<file path="config.mk">
export PLATFORM = sky130hd
export DESIGN_NAME = spi_fifo_sequencer
export DESIGN_NICKNAME = d
export VERILOG_FILES = /design/src/rtl/spi_fifo_sequencer.sv
export SDC_FILE = /design/constraint.sdc
export NUM_CORES = 1
export LEC_CHECK = 0
export CAP_MARGIN = 5
export CORE_MARGIN = 2
export CORE_UTILIZATION = 46
export CTS_CLUSTER_DIAMETER = 30
export DETAILED_ROUTE_END_ITERATION = 6
export GPL_ROUTABILITY_DRIVEN = 0
export PLACE_DENSITY = 0.83
export SLEW_MARGIN = 20
export SYNTH_ARGS = -nofsm -noshare
export SYNTH_HDL_FRONTEND = slang
export SYNTH_SLANG_ARGS = --single-unit
</file>
<file path="constraint.sdc">
create_clock -name clock -period 3.4 [get_ports clock]
set_input_delay 0.34 -clock clock [delete_from_list [all_inputs] [get_ports clock]]
set_output_delay 0.34 -clock clock [all_outputs]
set_load 0.02 [all_outputs]
</file>
<file path="src/rtl/spi_fifo_sequencer.sv">
// Byte sequencer: pops the input FIFO, runs one spimaster transfer per byte, pushes the reply.
// Define SPI_SEQ_TIMEOUT_EN to add a sticky watchdog on the spimaster handshake phases.
module spi_fifo_sequencer #(
    parameter int DATA_WIDTH     = 8,
    parameter int COUNT_WIDTH    = 16,
    parameter int TIMEOUT_CYCLES = 1024
) (
    input  logic                   clock,
    input  logic                   reset,
    input  logic                   enable,
    input  logic                   in_nempty,
    input  logic [DATA_WIDTH-1:0]  in_data,
    output logic                   in_pop,
    input  logic                   out_full,
    output logic                   out_shift,
    output logic [DATA_WIDTH-1:0]  out_data,
    output logic                   spi_go,
    input  logic                   spi_state,
    output logic [DATA_WIDTH-1:0]  spi_din,
    input  logic [DATA_WIDTH-1:0]  spi_dout,
    output logic                   busy,
    output logic [COUNT_WIDTH-1:0] xfer_count,
    output logic                   timeout,
    input  logic                   clear_err
);
    typedef enum logic [2:0] {IDLE, START, WAIT_ACK, WAIT_DONE, PUSH} state_t;

    state_t state, state_nx;
    logic   start_ok, phase_exp, timed_out;

`ifdef SPI_SEQ_TIMEOUT_EN
    localparam int TW = $clog2(TIMEOUT_CYCLES + 1);

    logic [TW-1:0] phase_cnt;

    assign phase_exp = (phase_cnt == TW'(TIMEOUT_CYCLES - 1));
    assign start_ok  = !timeout;

    // Phase counter restarts on every state change; a set on the same edge as clear_err wins.
    always_ff @(posedge clock or posedge reset) begin
        if (reset) begin
            phase_cnt <= '0;
            timeout   <= 1'b0;
        end else begin
            if (state_nx != state)
                phase_cnt <= '0;
            else if (state == WAIT_ACK || state == WAIT_DONE)
                phase_cnt <= phase_cnt + TW'(1);
            if (timed_out)
                timeout <= 1'b1;
            else if (clear_err)
                timeout <= 1'b0;
        end
    end
`else
    logic unused_cfg;

    assign phase_exp  = 1'b0;
    assign start_ok   = 1'b1;
    assign timeout    = 1'b0;
    assign unused_cfg = clear_err ^ timed_out ^ (TIMEOUT_CYCLES == 0);
`endif

    always_comb begin
        state_nx  = state;
        timed_out = 1'b0;
        case (state)
            IDLE:
                if (enable && in_nempty && !out_full && start_ok) state_nx = START;
            START:
                state_nx = WAIT_ACK;
            WAIT_ACK:
                if (spi_state) state_nx = WAIT_DONE;
                else if (phase_exp) begin
                    state_nx  = IDLE;
                    timed_out = 1'b1;
                end
            WAIT_DONE:
                if (!spi_state) state_nx = PUSH;
                else if (phase_exp) begin
                    state_nx  = IDLE;
                    timed_out = 1'b1;
                end
            PUSH:
                state_nx = IDLE;
            default:
                state_nx = IDLE;
        endcase
    end

    // Strobes are registered from the transition, so each lands in the cycle after its decision.
    always_ff @(posedge clock or posedge reset) begin
        if (reset) begin
            state      <= IDLE;
            in_pop     <= 1'b0;
            out_shift  <= 1'b0;
            spi_go     <= 1'b0;
            busy       <= 1'b0;
            spi_din    <= '0;
            out_data   <= '0;
            xfer_count <= '0;
        end else begin
            state     <= state_nx;
            in_pop    <= (state == IDLE) && (state_nx == START);
            spi_go    <= (state == START);
            out_shift <= (state == WAIT_DONE) && (state_nx == PUSH);
            busy      <= (state_nx != IDLE);
            if (state == IDLE && state_nx == START)
                spi_din <= in_data;
            if (state == WAIT_DONE && state_nx == PUSH) begin
                out_data   <= spi_dout;
                xfer_count <= xfer_count + COUNT_WIDTH'(1);
            end
        end
    end
endmodule

</file>
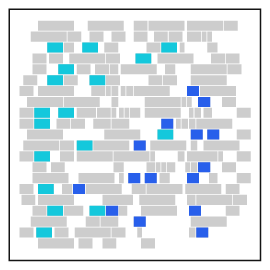
**Above:** gate-type map.
(4 px per um)
family	color	cells
mux cells	cyan	17
xor and xnor cells	blue	15
Commonest Layout Cell: clkdlybuf4s50_1
logic gate fraction of the total cell area: 24.9%

==> metrics.yaml <==
synth:
  mux_share_pct: 12.2
  synthTopCellsByCount: "39 x dfrtp_1, 17 x mux2_2, 9 x xnor2_1"
  yosys.area_share.adder_pct: 0.797
  ys_sh_xor_pct: 8.37
  syn_nets: 140
  synthArstFlopShare_pct: 100
  ys_ff: 39
  synth-edff-count: 0
  synth_cells: 116
  syn_area_per_cell_um2: 13.5
  synth_stat.cells: 116
  logic_family: "simple AND/OR/NAND/NOR gates"
  yosys.cell_count.top_type: "dfrtp_1"
  syn_area_mm2: 0.00157
  seq_area_frac_synth_pct: 62.2
  yosys_area_mm2: 0.00157
  yosysTopAreaCellShare_pct: 62.2
  synth.distinct_cells: 21
  synthAoiAreaFrac_pct: 0.637
  ys_warn_count: 0
cts:
  clk_path_buf_depth: 2
  worstSkewPairLatency_ns: 0.34
  cts_max_level: 2
  numCtsBuffers: 5
  cts_hold_buffers: 0
  root_buffer: "clkbuf_4"
  cts_tree: "done"
  ctsResizeCount: 0
die:
  core_area_mm2: 0.00331
  fp.dieH_um: 62.4
  io_pins: 60
  fp.dieW_um: 62.4
  taps: 46
  die-area_mm2: 0.00390
  row_count: 21
placed_design:
  placed_cells: 216
  placed_area_mm2: 0.00218
  io_buffers: 57
  dpl.hpwl_um: 2260
  pre_cts_ws_ns: 1.25
flow_run:
  maxCapViolations: 0
  log.warning_count: 27
layout:
  ff_count: 39
  area_dominant_class: "registers"
  lay_top_cells: "57 x clkdlybuf4s50_1, 39 x dfrtp_1, 17 x mux2_2"
  fin_area_mm2: 0.00225
  post-route-util_pct: 68.0
  drive_gt1_share_pct: 16.3
  largest_reg_flops: 16
  comb_cells: 70
  top_register: "xfer_count"
  fillCellCount: 272
  regArea_um2: 976
  clock_area_share_pct: 3.06
  num-nets-final: 201
  nClkBuffers: 8
  n_all_buffers: 58
  top_regs: "xfer_count x16, out_data x8, spi_din x8"
  inv_count: 3
pwr:
  leakage_uw: 0.000994
  seqPwrFrac_pct: 43.8
  powerDensity_mw_per_mm2: 719
  powerClk_uw: 264
  p_total_uw: 1620
  p_seq_uw: 709
  combPwrFrac_pct: 39.9
timing:
  tightest_slew_ns: 0.514
  finClkSkew_ns: 0.00837
  rsz0062_at_grt: "no"
  hold_ws_ns: 0.398
  fmax_mhz: 555
  min_period_ns: 1.80
  hold_violations: 0
  worst_slack_ns: 1.60
  maxSlewHeadroom_pct: 65.6
  final-setup-viol-count: 0
  drv_slew: 0
drt:
  first_pass_iters: 4
  vias_per_cell: 4.83
  top_signal_layer_used: "met4"
  wl_met2_um: 1680
  wirelength_met1_um: 1190
  drcViolationCount: 0
  dr_wl_met3_um: 214
  drt_iter0_drc: 42
global_route:
  grt_pass1_vias: 1141
  grt_max_degree: 40
  grt_antenna_before_repair: 0
  grt_usage_pct: 18.4
  grt_busiest_layer: "met2"
  grt_use_met3_pct: 7.21
  grtUsageMet1_pct: 20.2
  gr-total-overflow: 0
  use_met2_pct: 31.7
  grt_pass1_wl_um: 5430
hold_path:
  hold_path_class: "input port to asynchronous set/reset pin"
setup_path:
  cp_top_family: "buffers and inverters"
  crit_arrival_ns: 1.46
  ff2ff_path_depth: 4
  crit_start: "xfer_count[3]"
  required_ns: 3.06
  crit_path_end_kind: "output pin"
  path_cells: "clkdlybuf4s50_1"
  rr_endpoint: "xfer_count[15]"
  cp.depth: 1
  crit_fanout: 6
  cpPeakStageDelay_ns: 0.66
run_status:
  status: "finished, final reports clean"
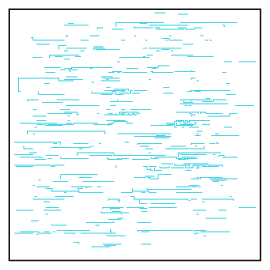
**Above:** metal 1.
(4 px per um)
share of all routed wire	38%
nets with wire on the layer	162
main direction	horizontal
wire length on this layer	1190 um
longest straight run	19.3 um
drt total wl: 3140 um
vias post-DR: 1082

No activity file was given, so power comes from the tool's default toggle rates.
